Figure 1. Clock network drawn from the DEF (run 1).
(6 px per um)
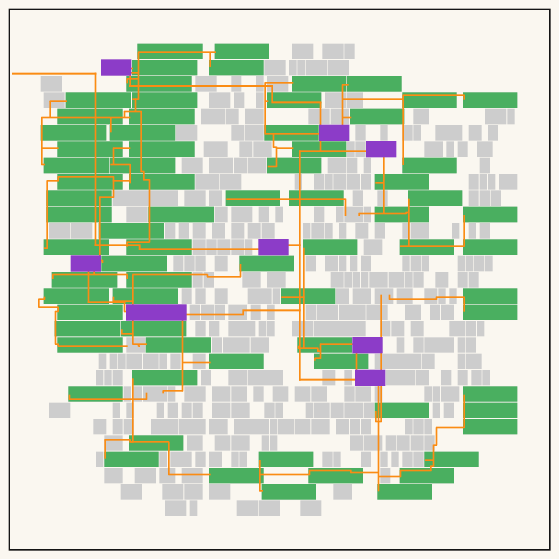
Figure 2. I/O nets highlighted (run 1).
(4 px per um)
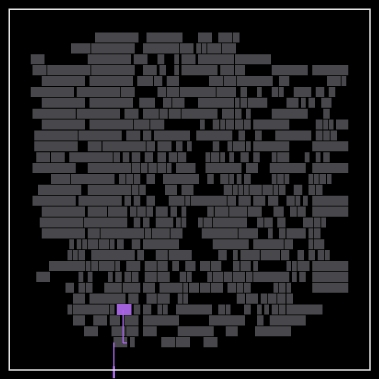
Figure 3. The clock network (run 1).
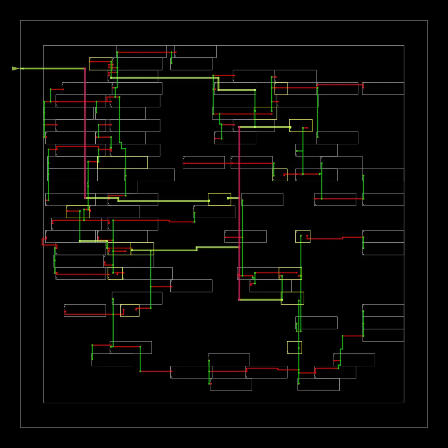
## src/rtl/instr_seq_pkg.sv

```systemverilog
`default_nettype none
// ============================================================================
// Module   : instr_seq_pkg
// Purpose  : Shared types and helpers for the instruction sequencer.
//            - dir_t        : motion direction encoding
//            - state_t      : sequencer FSM states
//            - torque_split : per-wheel torque gating for a direction
// Revision : 1.0  initial parametrised release
// ============================================================================
package instr_seq_pkg;

  typedef enum logic [1:0] {
    DIR_FWD   = 2'b00,
    DIR_REV   = 2'b01,
    DIR_LEFT  = 2'b10,
    DIR_RIGHT = 2'b11
  } dir_t;

  typedef enum logic {
    S_IDLE = 1'b0,
    S_RUN  = 1'b1
  } state_t;

  // Returns {left, right} for one torque bit. Callers apply it bit by bit
  // across the torque field, which keeps the helper independent of the
  // torque width. Turning left idles the left wheel; turning right idles
  // the right wheel; straight motion drives both.
  function automatic logic [1:0] torque_split(input dir_t dir, input logic t);
    logic l;
    logic r;
    l = t;
    r = t;
    case (dir)
      DIR_LEFT:  l = 1'b0;
      DIR_RIGHT: r = 1'b0;
      default:   ;
    endcase
    return {l, r};
  endfunction

endpackage
`default_nettype wire

```

## src/rtl/instr_sequencer_store.sv

```systemverilog
`default_nettype none
// ============================================================================
// Module   : instr_store
// Purpose  : DEPTH-entry instruction register array. Appends at the tail,
//            deletes from the tail (LIFO delete) and is read by index from
//            the head (FIFO-order playback).
// Ports    : clk, rst        - clock, async active-high reset
//            wr_en           - append {wr_dir, wr_torque} (ignored when full)
//            del_en          - drop newest entry (ignored when empty, wins
//                              over wr_en)
//            rd_idx          - playback index; rd_dir/rd_torque combinational
//            count/full/empty- occupancy
// Revision : 1.0  initial release
// ============================================================================
module instr_store
  import instr_seq_pkg::*;
#(
  parameter int DEPTH    = 8,
  parameter int TORQUE_W = 2,
  localparam int IDX_W   = $clog2(DEPTH),
  localparam int CNT_W   = IDX_W + 1
) (
  input  logic                clk,
  input  logic                rst,
  input  logic                wr_en,
  input  logic                del_en,
  input  logic [1:0]          wr_dir,
  input  logic [TORQUE_W-1:0] wr_torque,
  input  logic [IDX_W-1:0]    rd_idx,
  output logic [1:0]          rd_dir,
  output logic [TORQUE_W-1:0] rd_torque,
  output logic [CNT_W-1:0]    count,
  output logic                full,
  output logic                empty
);

  logic [1:0]          mem_dir_q [DEPTH];
  logic [TORQUE_W-1:0] mem_tq_q  [DEPTH];
  logic [CNT_W-1:0]    count_d;
  logic [CNT_W-1:0]    count_q;
  logic                wr_take;
  logic                del_take;

  assign full      = (count_q == CNT_W'(DEPTH));
  assign empty     = (count_q == '0);
  assign del_take  = del_en && !empty;
  assign wr_take   = wr_en && !full && !del_en;

  always_comb begin
    count_d = count_q;
    if (del_take) begin
      count_d = count_q - CNT_W'(1);
    end else if (wr_take) begin
      count_d = count_q + CNT_W'(1);
    end
  end

  always_ff @(posedge clk or posedge rst) begin
    if (rst) begin
      count_q <= '0;
    end else begin
      count_q <= count_d;
    end
  end

  // Storage needs no reset: entries at or above count are never read.
  // When not full, count_q < DEPTH so the low bits address the tail slot.
  always_ff @(posedge clk) begin
    if (wr_take) begin
      mem_dir_q[count_q[IDX_W-1:0]] <= wr_dir;
      mem_tq_q[count_q[IDX_W-1:0]]  <= wr_torque;
    end
  end

  assign rd_dir    = mem_dir_q[rd_idx];
  assign rd_torque = mem_tq_q[rd_idx];
  assign count     = count_q;

endmodule
`default_nettype wire

```

## src/rtl/instr_sequencer.sv

```systemverilog
`default_nettype none
// ============================================================================
// Module   : instr_sequencer
// Purpose  : Records up to DEPTH motion instructions (direction + torque)
//            from debounced save pulses and replays them in order, each for
//            STEP_CYCLES clocks, driving per-wheel torque.
// Ports    : CLOCK50, reset (async active-high)
//            save_pulse / delete_pulse / exec_pulse - one-cycle requests,
//              priority exec > delete > save, honoured only while idle
//            instr_dir, instr_torque - instruction to append
//            busy, active_valid, active_dir, left_torque, right_torque,
//              done_pulse - registered playback outputs
//            count, full, empty - store occupancy
// Option   : INSTR_SEQ_LOOP_EN adds loop_mode: playback wraps to entry 0
//            with a done_pulse at every wrap; exec_pulse while looping stops.
// Revision : 1.0  initial parametrised release
// ============================================================================
module instr_sequencer
  import instr_seq_pkg::*;
#(
  parameter int DEPTH       = 8,
  parameter int TORQUE_W    = 2,
  parameter int STEP_CYCLES = 50_000_000,
  localparam int IDX_W      = $clog2(DEPTH),
  localparam int CNT_W      = IDX_W + 1
) (
  input  logic                CLOCK50,
  input  logic                reset,
  input  logic                save_pulse,
  input  logic                exec_pulse,
  input  logic                delete_pulse,
  input  logic [1:0]          instr_dir,
  input  logic [TORQUE_W-1:0] instr_torque,
`ifdef INSTR_SEQ_LOOP_EN
  input  logic                loop_mode,
`endif
  output logic                busy,
  output logic [CNT_W-1:0]    count,
  output logic                full,
  output logic                empty,
  output logic [1:0]          active_dir,
  output logic                active_valid,
  output logic [TORQUE_W-1:0] left_torque,
  output logic [TORQUE_W-1:0] right_torque,
  output logic                done_pulse
);

  localparam int TIMER_W = (STEP_CYCLES > 1) ? $clog2(STEP_CYCLES) : 1;
  localparam logic [TIMER_W-1:0] STEP_LAST = TIMER_W'(STEP_CYCLES - 1);

  // --------------------------------------------------------------------------
  // Registers
  // --------------------------------------------------------------------------
  state_t              state_q,  state_d;
  logic [IDX_W-1:0]    idx_q,    idx_d;
  logic [TIMER_W-1:0]  timer_q,  timer_d;
  logic                busy_q,   busy_d;
  logic                valid_q,  valid_d;
  logic [1:0]          dir_q,    dir_d;
  logic [TORQUE_W-1:0] left_q,   left_d;
  logic [TORQUE_W-1:0] right_q,  right_d;
  logic                done_q,   done_d;

  // --------------------------------------------------------------------------
  // Control strobes
  // --------------------------------------------------------------------------
  logic                load_out;   // present entry idx_d on the outputs
  logic                clear_out;  // drop back to idle output values
  logic                st_wr;
  logic                st_del;
  logic                loop_en;
  logic                last_idx;
  logic [1:0]          rd_dir;
  logic [TORQUE_W-1:0] rd_torque;
  logic [CNT_W-1:0]    count_w;
  logic                full_w;
  logic                empty_w;

`ifdef INSTR_SEQ_LOOP_EN
  assign loop_en = loop_mode;
`else
  assign loop_en = 1'b0;
`endif

  assign last_idx = ({1'b0, idx_q} == (count_w - CNT_W'(1)));

  // --------------------------------------------------------------------------
  // Instruction store
  // --------------------------------------------------------------------------
  // The read index is the *next* index so the registered outputs show the
  // new entry on the same edge the index advances.
  instr_store #(
    .DEPTH    (DEPTH),
    .TORQUE_W (TORQUE_W)
  ) u_store (
    .clk       (CLOCK50),
    .rst       (reset),
    .wr_en     (st_wr),
    .del_en    (st_del),
    .wr_dir    (instr_dir),
    .wr_torque (instr_torque),
    .rd_idx    (idx_d),
    .rd_dir    (rd_dir),
    .rd_torque (rd_torque),
    .count     (count_w),
    .full      (full_w),
    .empty     (empty_w)
  );

  // --------------------------------------------------------------------------
  // Sequencing: state, index, step timer
  // --------------------------------------------------------------------------
  always_comb begin
    state_d   = state_q;
    idx_d     = idx_q;
    timer_d   = timer_q;
    done_d    = 1'b0;
    load_out  = 1'b0;
    clear_out = 1'b0;
    st_wr     = 1'b0;
    st_del    = 1'b0;

    case (state_q)
      S_IDLE: begin
        if (exec_pulse) begin
          // Exec on an empty store is swallowed; it still blocks save/delete.
          if (!empty_w) begin
            state_d  = S_RUN;
            idx_d    = '0;
            timer_d  = '0;
            load_out = 1'b1;
          end
        end else if (delete_pulse) begin
          st_del = 1'b1;
        end else if (save_pulse) begin
          st_wr = 1'b1;
        end
      end

      S_RUN: begin
        if (loop_en && exec_pulse) begin
          // Only a looping run can be stopped; no completion is signalled.
          state_d   = S_IDLE;
          idx_d     = '0;
          timer_d   = '0;
          clear_out = 1'b1;
        end else if (timer_q == STEP_LAST) begin
          timer_d = '0;
          if (last_idx) begin
            done_d = 1'b1;
            idx_d  = '0;
            if (loop_en) begin
              load_out = 1'b1;
            end else begin
              state_d   = S_IDLE;
              clear_out = 1'b1;
            end
          end else begin
            idx_d    = idx_q + IDX_W'(1);
            load_out = 1'b1;
          end
        end else begin
          timer_d = timer_q + TIMER_W'(1);
        end
      end

      default: begin
        state_d   = S_IDLE;
        clear_out = 1'b1;
      end
    endcase
  end

  // --------------------------------------------------------------------------
  // Output next-state
  // --------------------------------------------------------------------------
  always_comb begin
    logic [1:0] lr;
    lr      = '0;
    busy_d  = busy_q;
    valid_d = valid_q;
    dir_d   = dir_q;
    left_d  = left_q;
    right_d = right_q;

    if (clear_out) begin
      busy_d  = 1'b0;
      valid_d = 1'b0;
      dir_d   = 2'b00;
      left_d  = '0;
      right_d = '0;
    end else if (load_out) begin
      busy_d  = 1'b1;
      valid_d = 1'b1;
      dir_d   = rd_dir;
      for (int b = 0; b < TORQUE_W; b++) begin
        lr         = torque_split(dir_t'(rd_dir), rd_torque[b]);
        left_d[b]  = lr[1];
        right_d[b] = lr[0];
      end
    end
  end

  // --------------------------------------------------------------------------
  // State register
  // --------------------------------------------------------------------------
  always_ff @(posedge CLOCK50 or posedge reset) begin
    if (reset) begin
      state_q <= S_IDLE;
      idx_q   <= '0;
      timer_q <= '0;
      busy_q  <= 1'b0;
      valid_q <= 1'b0;
      dir_q   <= 2'b00;
      left_q  <= '0;
      right_q <= '0;
      done_q  <= 1'b0;
    end else begin
      state_q <= state_d;
      idx_q   <= idx_d;
      timer_q <= timer_d;
      busy_q  <= busy_d;
      valid_q <= valid_d;
      dir_q   <= dir_d;
      left_q  <= left_d;
      right_q <= right_d;
      done_q  <= done_d;
    end
  end

  assign busy         = busy_q;
  assign active_valid = valid_q;
  assign active_dir   = dir_q;
  assign left_torque  = left_q;
  assign right_torque = right_q;
  assign done_pulse   = done_q;
  assign count        = count_w;
  assign full         = full_w;
  assign empty        = empty_w;

endmodule
`default_nettype wire

```

## config.mk

```make
export PLATFORM = sky130hd
export DESIGN_NAME = instr_sequencer
export DESIGN_NICKNAME = d
export VERILOG_FILES = /design/src/rtl/instr_seq_pkg.sv /design/src/rtl/instr_sequencer_store.sv /design/src/rtl/instr_sequencer.sv
export SDC_FILE = /design/constraint.sdc
export NUM_CORES = 1
export LEC_CHECK = 0
export CAP_MARGIN = 20
export CORE_MARGIN = 5
export CORE_UTILIZATION = 59
export DETAILED_ROUTE_END_ITERATION = 8
export PLACE_DENSITY = 0.79
export SYNTH_ARGS = -nofsm -noshare
export SYNTH_HDL_FRONTEND = slang
export SYNTH_SLANG_ARGS = --single-unit
```

## constraint.sdc

```tcl
create_clock -name CLOCK50 -period 3.47 [get_ports CLOCK50]
set_input_delay 0.694 -clock CLOCK50 [delete_from_list [all_inputs] [get_ports CLOCK50]]
set_output_delay 0.694 -clock CLOCK50 [all_outputs]
set_load 0.02 [all_outputs]
```

==> results.toml, run 1 <==
# synthesis and place-and-route metrics
[synth]
ff_type = "dfrtp_1"
yosys.area.top_type = "dfrtp_1"
area_leaders = "dfrtp_1, edfxtp_1, o21ai_0, nand2_1, nand3_1"
synth_seq_share_pct = 53.5
yosys_area_sq_um = 3760
yosys_cells = 361
synth.most_common_cell = "nand2_1"
top_area_share_pct = 27.9
syn_inst = 361
common_cells = "nand2_1, dfrtp_1, o21ai_0, edfxtp_1, nand3_1"
synth-edff-count = 32
async_flop_share_pct = 56.8
yosys.cell_types.count = 60

[final_layout]
syn_to_final_growth_pct = 13.2
drive_above_1_share_pct = 10.3
finalNetCount = 398

[drt]
drt-initial-drc-count = 166
drt_first_pass_iters = 4
ant_nets = 0

[timing]
setup_ws_ns = 0.386
relSlewSlack_pct = 62.7
finalSetupViolCount = 0
maxSlewViolCount = 0

[worst_setup_path]
setup.worst_path.end_class = "flop"
startpoint = "u_store.count[1]$_DFFE_PP0P_"
startpoint_type = "flop"
arrival_ns = 3.32

[placement]
dp.cells = 451
place_ws_ns = 0.429
placed_area_sq_um = 4050
dp_hpwl_mm = 5.48

[power_and_ir_drop]
power_uw = 2250
leakage_uw = 0.00169

[job]
max_cap_viol_count = 0
warnings = 27

[floorplan]
chip_area_sq_um = 8070
die_width_um = 89.8
die_height_um = 89.8

[run_status]
outcome = "completed"

[clock_network]
cts_tree = "yes"
## Picture notes: Figure 1
[clock wires] orange | length: 845 um
[clock-net drivers] purple | count: 9
[flip-flops] green | count: 74
routed clock nets	10
Clock Power: 692 uW
skew final: 0.00506 ns

## Picture notes: Figure 2
port	colour	bits	direction	edge	end cells	buffers	wire
save_pulse	purple	1	input	south	1	1	15.4 um

## Picture notes: Figure 3
total CTS buffers: 9
clk_lat worst skew: 0.35 ns
seq_cells: 74
number of clock sinks: 74
# clk buffers: 9

==> run 1: critical path, stage by stage (launching register included) <==
cell      delay (ns)
dfrtp_1         0.52
inv_1           0.12
ha_1            0.24
xor2_1          0.18
and3b_1         0.17
o211ai_1        0.46
nand4b_1        0.24
and2_1          0.31
nand4_1         0.12
nand4_1         0.14
or2_1           0.27
a22o_1          0.20
==> run 1: logic make-up (layout without fill, tap and decap cells) <==
logic type                 count (synthesis)  in the layout  share of synthesized area, %
xor gates and xnor gates                  12             12                          2.79
muxes                                     13             13                          3.59
adders and majority gates                  4              4                          1.33
buffers and inverters                     30             59                          3.93
AOI/OAI and AO/OA                         77             77                          12.6
and+or+nand+nor                          151            151                          22.2
DFF                                       74             74                          53.5
==> run 1: registers in the layout (all words and copies together), names as in the netlist <==
register           cells
timer_q               26
active_valid           1
left_torque            2
u_store.mem_tq_q      16
idx_q                  3
u_store.count          4
state_q                1
u_store.mem_dir_q     16
done_pulse             1
active_dir             2
right_torque           2
==> run 1: per-layer routing <==
layer,part of all wire (%),vias up,GRT usage (%)
li1,-,1375,-
met1,43,1346,25.6
met2,50,65,32.1
met3,4.4,14,5.26
met4,2.2,0,7.18
met5,0,-,0
==> run 1: where the power goes <==
part	total, uW	switching (uW)	internal [uW]	leakage, uW
clock network	692	346	346	0.000103
registers	1130	116	1010	0.000820
logic	433	235	199	0.000767
==> run 1: layout make-up <==
class                   count  area, sq um  share of cell area (%)
flip-flops and latches     74         2010                    47.3
inverters                  12         50.0                    1.18
repair buffers             31          290                    6.82
multi-input cells         257         1600                    37.6
clock buffers               9          124                    2.91
clock inverters             7         83.8                    1.97
well taps                  77         96.3                    2.26
==> run 1 -> run 2 <==
- ABC_AREA: default -> 1
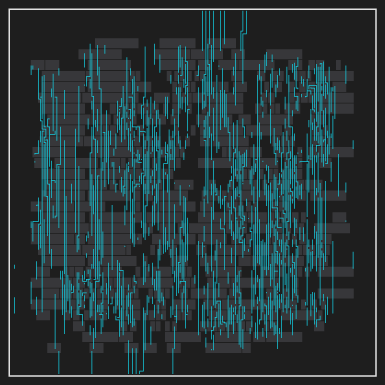
Figure 4: run 2, metal 2.
(4 px per um)
longest straight run	46.9 um
share of all routed wire	51%
nets with wire on the layer	406
main direction	vertical

==> results.toml, run 2 <==
# synthesis and place-and-route metrics
[synth]
yosys_cells = 449
synth.most_common_cell = "nand2_1"
syn_inst = 449
synth-edff-count = 32
common_cells = "nand2_1, inv_1, nand3_1, nor2_1, dfrtp_1"

[grt]
use_met1_pct = 25.4
met3_usage_pct = 5.45
busiest_layer = "met2"
grtUsageMet2_pct = 33.3

[timing]
setup_ws_ns = 0.635
relSlewSlack_pct = 37.6
maxSlewViolCount = 0
finalClockSkew_ns = 0.00811

[clock_network]
clock-sinks = 74
insertion_delay_ns = 0.36

[floorplan]
die_width_um = 91.3
die_height_um = 91.3

[drt]
route.met2.wl_mm = 4.15

[placement]
place_ws_ns = 0.777

[run_status]
outcome = "completed"

[power_and_ir_drop]
power_uw = 1630

[final_layout]
finalNetCount = 490
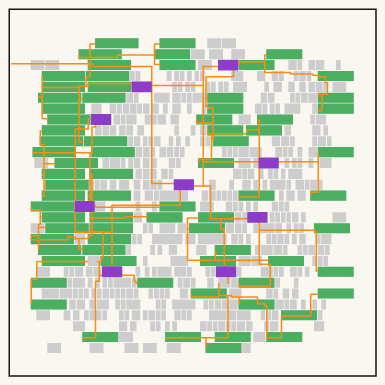
Figure 5: run 2, clock network drawn from the DEF.
(4 px per um)
[clock-net drivers] purple | count: 9
[clock wires] orange | length: 921 um
[flip-flops] green | count: 74
routed clock nets	10

==> run 2: logic make-up (layout without fill, tap and decap cells) <==
family	after synthesis	count (layout)	synth area share [%]
AOI/OAI and AO/OA	52	52	8.09
adders and majority gates	4	4	1.28
buffers and inverters	71	104	7.38
and+or+nand+nor	240	240	29.8
xor gates and xnor gates	8	8	1.80
DFF	74	74	51.6
==> run 2: cell type report <==
class	instances	area, sq um
clock buffer	9	124
clock inverter	7	58.8
fill	492	2010
inverter	62	233
multi-input combinational	304	1600
sequential	74	2010
tap	77	96.3
timing repair buffer	26	253
==> run 2: worst paths after layout <==
check	endpoint	cells past startpoint	slack, ns	from
worst max-delay path	empty	5	0.63	u_store.count[0]$_DFFE_PP0P_
worst min-delay path	right_torque[1]$_DFFE_PP0P_	2	0.49	right_torque[1]$_DFFE_PP0P_
worst max register to register	right_torque[0]$_DFFE_PP0P_	16	0.88	u_store.count[1]$_DFFE_PP0P_
worst min register to register	right_torque[1]$_DFFE_PP0P_	2	0.49	right_torque[1]$_DFFE_PP0P_
max in group asynchronous	u_store.count[0]$_DFFE_PP0P_	3	1.90	reset
min in group asynchronous	done_pulse$_DFF_PP0_	2	0.85	reset
==> run 2: where the power goes <==
| part | switching [uW] | total (uW) | internal [uW] |
|---|---|---|---|
| clock network | 358 | 629 | 270 |
| registers | 8.06 | 925 | 917 |
| logic | 46.5 | 74.8 | 28.3 |
==> run 2: through the flow <==
step / cells / area (sq um)
global route: 559 / 4380
global placement: 543 / 4190
detailed placement: 543 / 4190
finish: 559 / 4380
CTS: 559 / 4380
floorplan: 449 / 3900
==> run 2: critical path, stage by stage, from the launching register on <==
cell,delay [ns]
dfrtp_1,0.47
inv_2,0.16
ha_1,0.20
nand2_1,0.09
nor2_2,0.20
clkdlybuf4s50_1,0.66
==> run 2 -> run 3 <==
- clock period: 3.47 -> 2.9 ns (I/O delays scaled with it)
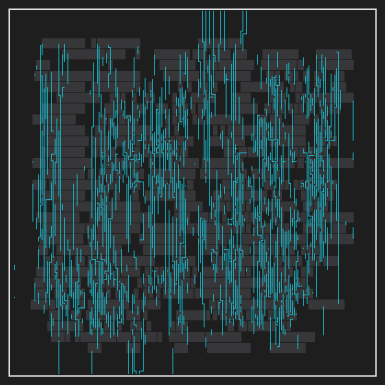
Figure 6: run 3, metal 2.
(4 px per um)
wire length on this layer	4190 um
nets with wire on the layer	412
share of all routed wire	52%
longest straight run	62.9 um
total routed wirelength: 8.11 mm
global routing usage on met2: 34.9%
via count: 3165

==> results.toml, run 3 <==
# synthesis and place-and-route metrics
[run_status]
outcome = "completed"

[drt]
drt_first_pass_iters = 4
top_layer = "met4"
wl_met3_um = 343
route.met2.wl_mm = 4.19

[final_layout]
largest_register_ffs = 26
drive_above_1_share_pct = 11.1

[power_and_ir_drop]
intPower_uw = 1530
comb_power_share_pct = 4.8
power.net_switching_uw = 452
power_uw = 1980

[synth]
synth.most_common_cell = "nand2_1"
synth-simple-area-share_pct = 29.8
synth_seq_share_pct = 51.6
yosys_area_sq_um = 3900

[worst_setup_path]
timing.rr.end = "left_torque[0]$_DFFE_PP0P_"
setup.worst_path.end_class = "output pin"

[timing]
relSlewSlack_pct = 64.1
finalSetupViolCount = 0

[clock_network]
cts_tree = "yes"
clock-sinks = 74

[grt]
busiest_layer = "met2"

[min_path]
hold_depth = 2
hold_path_end = "right_torque[0]$_DFFE_PP0P_"
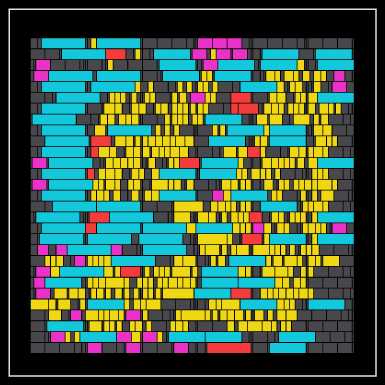
Figure 7: run 3, placement by cell class.
(4 px per um) Fill, decap, tap and diode cells in grey.
class	colour	cells	share of their area
sequential cells	cyan	74	46%
remaining buffers and delay cells	magenta	32	6.9%
remaining logic cells	yellow	366	42%
clock drivers and dummy loads	red	16	4.5%

==> run 3: cell counts after synthesis <==
Identical to the previous run, type by type.
==> run 3: per-stage QoR <==
step	worst slack, ns	instance area [sq um]	cells	hold WS, ns
2_1_floorplan	0.562	3900	449	0.507
3_3_place_gp	0.406	4240	549	0.475
6_report	0.272	4430	565	0.488
4_1_cts	0.267	4430	565	0.493
3_5_place_dp	0.329	4240	549	0.469
5_1_grt	0.121	4430	565	0.511
==> run 3: worst max-delay path by stage <==
| stage | endpoint | cells past startpoint |
|---|---|---|
| after floorplan | u_store.mem_dir_q[1][0]$_DFFE_PP_ | 9 |
| after global placement | left_torque[0]$_DFFE_PP0P_ | 14 |
| after detailed placement | left_torque[0]$_DFFE_PP0P_ | 14 |
| after CTS | empty | 5 |
| after global routing | empty | 5 |
| final | empty | 5 |
==> run 3: power by group through the flow <==
stage | Sequential (uW) | Combinational (uW) | Clock [uW]
finish | 1100 | 95.6 | 782
global route | 1100 | 107 | 854
floorplan | 1130 | 46.5 | 0
global placement | 1120 | 94.5 | 0
detailed placement | 1120 | 96.3 | 0
CTS | 1100 | 96.6 | 796
==> run 3: worst max-delay path: cells and delay by family, from the launching register on <==
kind                       cells  cell delay [ns]
adders and majority gates      1             0.21
and+or+nand+nor                2             0.30
DFF                            1             0.40
buffers and inverters          2             0.80
==> run 3: final cells by class <==
| class | count | area, sq um |
|---|---|---|
| clock buffer | 9 | 124 |
| clock inverter | 7 | 70.1 |
| fill | 488 | 1950 |
| inverter | 62 | 233 |
| multi-input combinational | 304 | 1600 |
| sequential | 74 | 2010 |
| tap | 77 | 96.3 |
| timing repair buffer | 32 | 298 |
Power figures rest on the tool's default switching activity, not on a simulated workload.
